==> src/rtl/tx_mac.sv <==
// Gigabit Ethernet transmit MAC: wraps AXI-Stream frames with preamble/SFD,
// pads short frames to 60 bytes, appends CRC-32 FCS and enforces the inter-frame gap.
module tx_mac #(
  parameter int DATA_WIDTH = 8
) (
  input  logic                  clk,
  input  logic                  reset,
  input  logic [DATA_WIDTH-1:0] s_tx_axis_tdata,
  input  logic                  s_tx_axis_tvalid,
  input  logic                  s_tx_axis_tlast,
  input  logic                  s_tx_axis_tuser,
  output logic                  s_tx_axis_trdy,
  output logic [DATA_WIDTH-1:0] rgmii_mac_tx_data,
  output logic                  rgmii_mac_tx_en,
  output logic                  rgmii_mac_tx_er
);

  typedef enum logic [2:0] {IDLE, PREAMBLE, PAYLOAD, PAD, FCS, ERROR, IFG} state_t;

  state_t      state;
  logic [2:0]  pre_cnt;
  logic [10:0] byte_cnt;
  logic [31:0] crc;
  logic [1:0]  fcs_idx;
  logic [3:0]  ifg_cnt;
  logic        accept;
  logic [10:0] cnt_inc;

  function automatic logic [31:0] crc_byte(input logic [31:0] c, input logic [7:0] d);
    logic [31:0] r;
    r = c ^ {24'h0, d};
    for (int i = 0; i < 8; i++)
      r = r[0] ? ((r >> 1) ^ 32'hEDB88320) : (r >> 1);
    return r;
  endfunction

  assign accept  = s_tx_axis_tvalid && s_tx_axis_trdy;
  assign cnt_inc = (byte_cnt == 11'd2047) ? byte_cnt : byte_cnt + 11'd1;

  // Every output is registered: each state loads what the line shows on the next cycle.
  // trdy rises while the SFD is on the line so the first byte follows the SFD gaplessly.
  always_ff @(posedge clk) begin
    if (reset) begin
      state             <= IDLE;
      s_tx_axis_trdy    <= 1'b0;
      rgmii_mac_tx_data <= '0;
      rgmii_mac_tx_en   <= 1'b0;
      rgmii_mac_tx_er   <= 1'b0;
      pre_cnt           <= 3'd0;
      byte_cnt          <= 11'd0;
      crc               <= 32'hFFFFFFFF;
      fcs_idx           <= 2'd0;
      ifg_cnt           <= 4'd0;
    end else begin
      s_tx_axis_trdy    <= 1'b0;
      rgmii_mac_tx_data <= '0;
      rgmii_mac_tx_en   <= 1'b0;
      rgmii_mac_tx_er   <= 1'b0;
      case (state)
        IDLE: begin
          if (s_tx_axis_tvalid) begin
            rgmii_mac_tx_data <= 8'h55;
            rgmii_mac_tx_en   <= 1'b1;
            pre_cnt           <= 3'd1;
            state             <= PREAMBLE;
          end
        end
        PREAMBLE: begin
          rgmii_mac_tx_en <= 1'b1;
          pre_cnt         <= pre_cnt + 3'd1;
          if (pre_cnt == 3'd7) begin
            rgmii_mac_tx_data <= 8'hD5;
            s_tx_axis_trdy    <= 1'b1;
            crc               <= 32'hFFFFFFFF;
            byte_cnt          <= 11'd0;
            state             <= PAYLOAD;
          end else begin
            rgmii_mac_tx_data <= 8'h55;
          end
        end
        PAYLOAD: begin
          rgmii_mac_tx_en <= 1'b1;
          if (accept) begin
            rgmii_mac_tx_data <= s_tx_axis_tdata;
            byte_cnt          <= cnt_inc;
            crc               <= crc_byte(crc, s_tx_axis_tdata);
            if (s_tx_axis_tlast) begin
              if (s_tx_axis_tuser) begin
                rgmii_mac_tx_er <= 1'b1;
                ifg_cnt         <= 4'd0;
                state           <= IFG;
              end else if (byte_cnt < 11'd59) begin
                state <= PAD;
              end else begin
                fcs_idx <= 2'd0;
                state   <= FCS;
              end
            end else begin
              s_tx_axis_trdy <= 1'b1;
            end
          end else begin
            rgmii_mac_tx_er <= 1'b1;
            s_tx_axis_trdy  <= 1'b1;
            state           <= ERROR;
          end
        end
        PAD: begin
          rgmii_mac_tx_en <= 1'b1;
          byte_cnt        <= cnt_inc;
          crc             <= crc_byte(crc, 8'h00);
          if (byte_cnt == 11'd59) begin
            fcs_idx <= 2'd0;
            state   <= FCS;
          end
        end
        FCS: begin
          rgmii_mac_tx_en   <= 1'b1;
          rgmii_mac_tx_data <= ~crc[{fcs_idx, 3'b000} +: 8];
          fcs_idx           <= fcs_idx + 2'd1;
          if (fcs_idx == 2'd3) begin
            ifg_cnt <= 4'd0;
            state   <= IFG;
          end
        end
        ERROR: begin
          if (accept && s_tx_axis_tlast) begin
            ifg_cnt <= 4'd0;
            state   <= IFG;
          end else begin
            s_tx_axis_trdy <= 1'b1;
          end
        end
        IFG: begin
          ifg_cnt <= ifg_cnt + 4'd1;
          if (ifg_cnt == 4'd11) state <= IDLE;
        end
        default: state <= IDLE;
      endcase
    end
  end

endmodule

==> config.mk <==
export PLATFORM = sky130hd
export DESIGN_NAME = tx_mac
export DESIGN_NICKNAME = d
export VERILOG_FILES = /design/src/rtl/tx_mac.sv
export SDC_FILE = /design/constraint.sdc
export NUM_CORES = 1
export LEC_CHECK = 0
export CELL_PAD_IN_SITES_DETAIL_PLACEMENT = 1
export CELL_PAD_IN_SITES_GLOBAL_PLACEMENT = 1
export CORE_MARGIN = 2
export CORE_UTILIZATION = 30
export DETAILED_ROUTE_END_ITERATION = 10
export PLACE_DENSITY_LB_ADDON = 0.12
export SETUP_SLACK_MARGIN = 0.15
export SYNTH_ARGS = -nofsm -noshare
export SYNTH_HDL_FRONTEND = slang
export SYNTH_SLANG_ARGS = --single-unit
==> constraint.sdc <==
create_clock -name clk -period 2.7 [get_ports clk]
set_clock_uncertainty 0.15 [all_clocks]
set_input_delay 0.54 -clock clk [delete_from_list [all_inputs] [get_ports clk]]
set_output_delay 0.54 -clock clk [all_outputs]
set_load 0.05 [all_outputs]
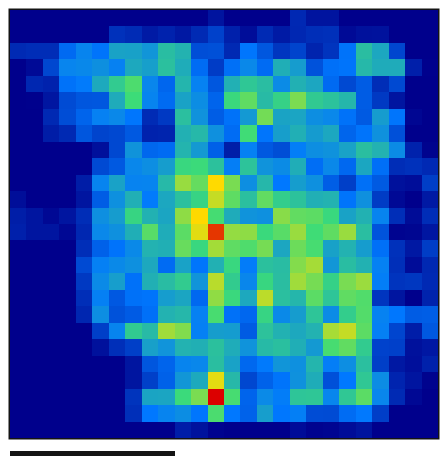
**Above:** run 1 (signal metal coverage by tile).
The bar under the picture is 50 um long. 26 x 26 tiles, from dark blue (low) to red (high), scaled to the fullest tile. Values are wire area over tile area, all layers added.
- fullest tile: 0.65
- nearly empty tiles: 24%
- mean over tiles: 0.15
- densest ninth of the die: middle
- tiles over half the peak: 9.3%
Vias: 4151
Routed Wire Length: 15800 um
Avg WL per Cell: 19.4 um
Total GRT Usage: 20.1%

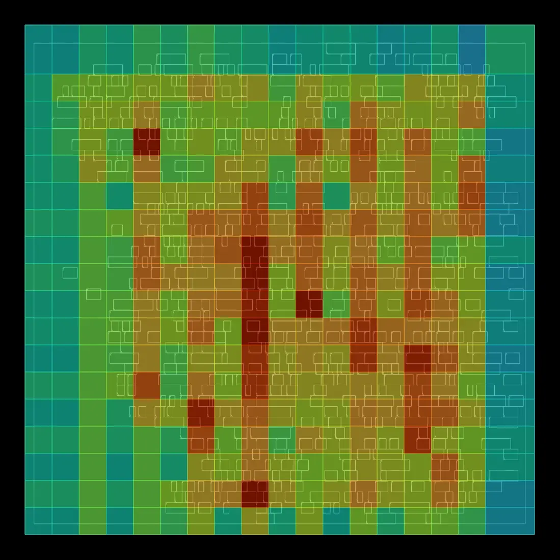
**Above:** run 1 (track usage over the die).
Most Crowded Layer GR: met2
met3 Usage GRT: 3.16%
GRT met1 Usage: 27.8%
Layout Utilization: 37.6%
M2 GR Usage: 31.7%

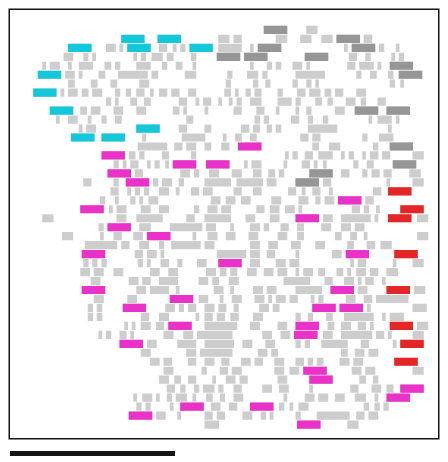
**Above:** run 1 (sequential cells colored by netlist name).
The bar under the picture is 50 um long.
- byte_cnt: cyan (flops 11; where top left)
- crc: magenta (flops 32)
- rgmii_mac_tx_data: red (flops 8)
register fraction of the total cell area: 22.9%
Seq. pwr: 1.21 mW
FF+latch area: 1320 um2

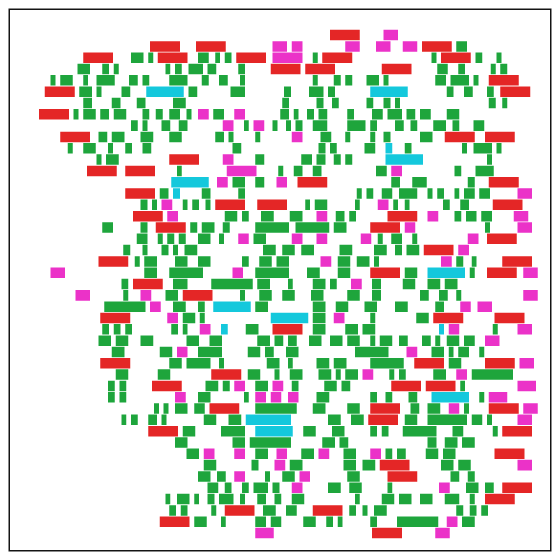
**Above:** run 1 (placement by cell class).
- other buffers and delay cells: magenta (cells 80)
- all other logic: green (cells 447)
- clock drivers and dummy loads: cyan (cells 14)
- flops: red (cells 66)
site row count: 45
cell area after layout: 5760 um2
core region area: 15300 um2

==> impl_metrics.toml, run 1 <==
# implementation run metrics
[outcome]
outcome = "finished, final reports clean"

[setup_path]
cp-startpoint = "s_tx_axis_tdata[1]"
cp_num_cells = 7
crit_required_ns = 2.78
crit_buf_inv = 1
start_kind = "input port"
path_delay_family = "XOR/XNOR gates"

[sta]
worst_pin_slew_ns = 0.650
rsz0062_at_grt = "no"
fin_setup_tns_ns = 0

[drt]
avgViaCountPerCell = 5.07
wl_met3_um = 693

[cells_and_area]
lay_top_count = "xnor2_1"
final_cells = 818

[synth]
syn_nets = 569
aoi_share_pct = 16.4
syn_area_um2 = 4750
yosys_warnings = 0
yosysCellCount = 551
area_leaders = "dfxtp_1 (28%), xnor2_1 (19%), xor2_1 (5.9%)"
synth_cell_types = 56

[grt]
grt_antenna_before_repair = 0
grt_overflow_total = 0
grt_max_degree = 24

[pwr]
p_clk_share_pct = 27.1
intPower_mw = 2.59
power.switching_mw = 1.67
power.share.combinational_pct = 44.5

[hold_path]
hold_end = "pre_cnt[0]$_SDFFE_PP0P_"
hold_path_depth = 1
hold_start = "pre_cnt[0]$_SDFFE_PP0P_"

[floorplan]
fp_util_pct = 31.0
num_io_pins = 24

[clock_tree]
cts_root_buffer = "clkbuf_16"
cts_buffers = 9
cts_tree = "yes"
cts_sinks = 66
clkTransAtPathRegs_ns = 0.06

[placed_design]
place_area_um2 = 5460

[run]
warning_count = 26
run 1: worst reg2reg max path: stages, from the launching register on:
cell and delay, ns:
dfxtp_1 0.67, or3b_2 0.69, nor2_1 0.21, buf_4 0.22, a21oi_1 0.09, or2_1 0.20
run 1: power by group through the flow:
stage / sequential, mW / combinational (mW) / clock (mW)
4_1_cts: 1.21 / 1.91 / 1.19
3_5_place_dp: 1.23 / 1.89 / 0
3_3_place_gp: 1.23 / 1.86 / 0
2_1_floorplan: 1.25 / 1.30 / 0
6_report: 1.21 / 1.90 / 1.16
5_1_grt: 1.22 / 2.07 / 1.23
run 1: cell type report:
cell class,count,area share (%)
Clock inverter,4,0.782
Multi-Input combinational cell,444,55.6
Sequential cell,66,22.9
Clock buffer,10,3.97
Timing Repair Buffer,80,12.0
Tap cell,211,4.58
Inverter,3,0.195
**Run 1: metal layers overlaid**

The bar under the picture is 50 um long.
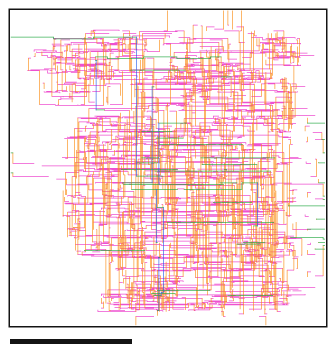

==> run 2: changes to the inputs <==
--- a/config.mk
+++ b/config.mk
@@ -10,7 +10,8 @@
 export CORE_MARGIN = 2
 export CORE_UTILIZATION = 30
 export DETAILED_ROUTE_END_ITERATION = 10
-export PLACE_DENSITY_LB_ADDON = 0.12
+export GPL_TIMING_DRIVEN = 0
+export PLACE_DENSITY_LB_ADDON = 0.05
 export SETUP_SLACK_MARGIN = 0.15
 export SYNTH_ARGS = -nofsm -noshare
 export SYNTH_HDL_FRONTEND = slang
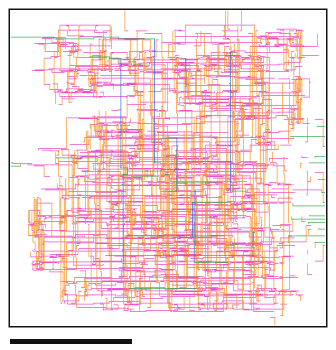
**Above:** run 2 (metal layers overlaid).
The bar under the picture is 50 um long.
- met3: green (wire length 497 um)
- met4: blue (wire length 284 um)
- met1: magenta (wire length 8310 um)
- met2: orange (wire length 7460 um)
Avg WL per Cell: 20.7 um
Routed Wire Length: 16500 um
Vias: 4110

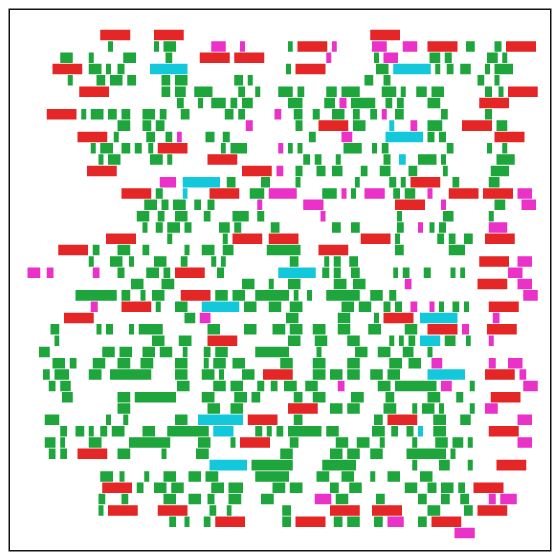
**Above:** run 2 (placement by cell class).
- flops: red (cells 66)
- clock drivers and dummy loads: cyan (cells 16)
- other buffers and delay cells: magenta (cells 59)
- all other logic: green (cells 447)

==> impl_metrics.toml, run 2 <==
# implementation run metrics
[grt]
use_met2_pct = 32.8
grt_antenna_before_repair = 0
grt_usage_pct = 20.8
grt_max_degree = 11

[floorplan]
num_io_pins = 24
rows = 45
fp_util_pct = 31.0

[setup_path]
crit_buf_inv = 1
crit_required_ns = 2.78
cp_num_cells = 7

[synth]
yosys_warnings = 0
area_leaders = "dfxtp_1 (28%), xnor2_1 (19%), xor2_1 (5.9%)"
aoi_share_pct = 16.4
yosysCellCount = 551
syn_nets = 569
synth_cell_types = 56

[clock_tree]
cts_tree = "yes"
clkTransAtPathRegs_ns = 0.06
cts_sinks = 66
cts_root_buffer = "clkbuf_16"

[cells_and_area]
clock_area_share_pct = 5.37
final_cells = 799
nonClkBufAreaFrac_pct = 7.87
nClkBuffers = 14

[pwr]
intPower_mw = 2.60
power.share.combinational_pct = 45.2
p_clk_share_pct = 28.5

[sta]
worst_pin_slew_ns = 0.877
rsz0062_at_grt = "no"
fin_setup_tns_ns = 0

[run]
warning_count = 26

[hold_path]
hold_end = "pre_cnt[0]$_SDFFE_PP0P_"

[outcome]
outcome = "finished, final reports clean"

[placed_design]
place_area_um2 = 5200
-- run 2: cell types whose count changed in the layout (fill, tap and decap cells not counted), sizes merged --
cell / change
clkinv: -2
clkdlybuf4s50: -6
bufbuf: +1
dlymetal6s2s: -2
buf: -40
dlygate4sd2: +2
clkbuf: +28
-- run 2: power groups by stage --
| stage | Clock, mW | Sequential [mW] | Combinational, mW |
|---|---|---|---|
| 6_report | 1.24 | 1.13 | 1.96 |
| 2_1_floorplan | 0 | 1.25 | 1.30 |
| 3_3_place_gp | 0 | 1.15 | 1.90 |
| 3_5_place_dp | 0 | 1.16 | 1.93 |
| 4_1_cts | 1.27 | 1.13 | 1.96 |
| 5_1_grt | 1.31 | 1.15 | 2.14 |
**Run 2: sequential cells colored by netlist name**

The bar under the picture is 50 um long.
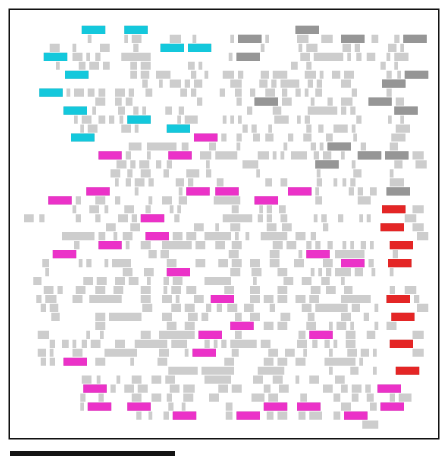

==> run 3: changes to the inputs <==
==> constraint.sdc (replaced) <==
create_clock -name clk -period 2.52 [get_ports clk]
set_clock_uncertainty 0.15 [all_clocks]
set_input_delay 0.504 -clock clk [delete_from_list [all_inputs] [get_ports clk]]
set_output_delay 0.504 -clock clk [all_outputs]
set_load 0.05 [all_outputs]
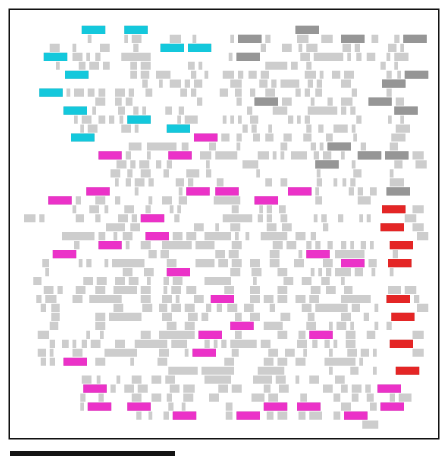
**Above:** run 3 (sequential cells colored by netlist name).
The bar under the picture is 50 um long.
- byte_cnt: cyan (flops 11; where top left)
- rgmii_mac_tx_data: red (flops 8)
- crc: magenta (flops 32)

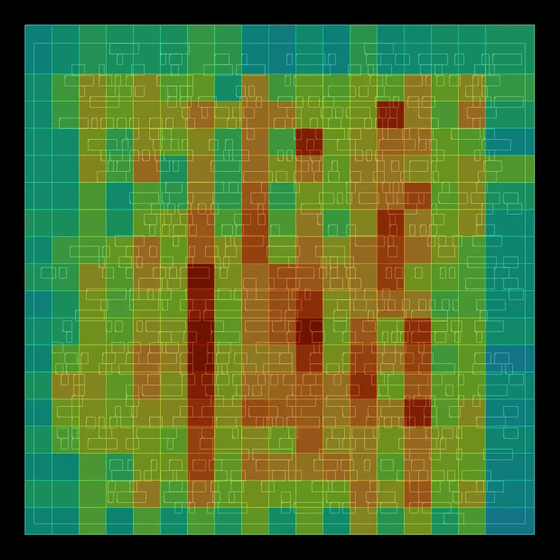
**Above:** run 3 (track usage over the die).
Total GRT Usage: 20.9%
M2 GR Usage: 33.0%

==> impl_metrics.toml, run 3 <==
# implementation run metrics
[floorplan]
core_area_um2 = 15300
fp_util_pct = 31.0

[grt]
grt_max_degree = 11
grt_overflow_total = 0

[cells_and_area]
logic_gate_count = 444
seq_share_pct = 23.2
clock_area_share_pct = 5.25
nonClkBufAreaFrac_pct = 8.90

[synth]
yosysCellCount = 551
syn_nets = 569

[clock_tree]
clkTransAtPathRegs_ns = 0.06
cts_sinks = 66

[drt]
wl_met3_um = 662
wl_um = 16600
wl_per_cell_um = 20.7

[pwr]
p_seq_mw = 1.22
p_clk_mw = 1.32

[sta]
worst_pin_slew_ns = 0.856
fin_setup_tns_ns = 0

[hold_path]
hold_start = "pre_cnt[0]$_SDFFE_PP0P_"
hold_path_depth = 1

[setup_path]
start_kind = "input port"

[outcome]
outcome = "finished, final reports clean"
-- run 3: cell counts after synthesis --
No cell type changed its count.
-- run 3: critical path: stages --
cell and delay (ns):
clkdlybuf4s15_2 0.29, xnor2_4 0.30, xnor2_4 0.13, or4_1 0.51, a41o_1 0.25, a41o_1 0.24
a31oi_1 0.15
-- run 3: kinds of logic (layout without fill, tap and decap cells) --
kind of cell | after synthesis | after routing | synth area share, %
AOI/OAI and AO/OA | 127 | 127 | 16.4
DFF | 66 | 66 | 27.8
adders and majority gates | 5 | 5 | 1.32
muxes | 10 | 10 | 4.30
buffers and inverters | 41 | 83 | 5.11
xor gates and xnor gates | 141 | 141 | 28.7
and+or+nand+nor | 161 | 161 | 16.3
Power and IR drop assume default switching activity.
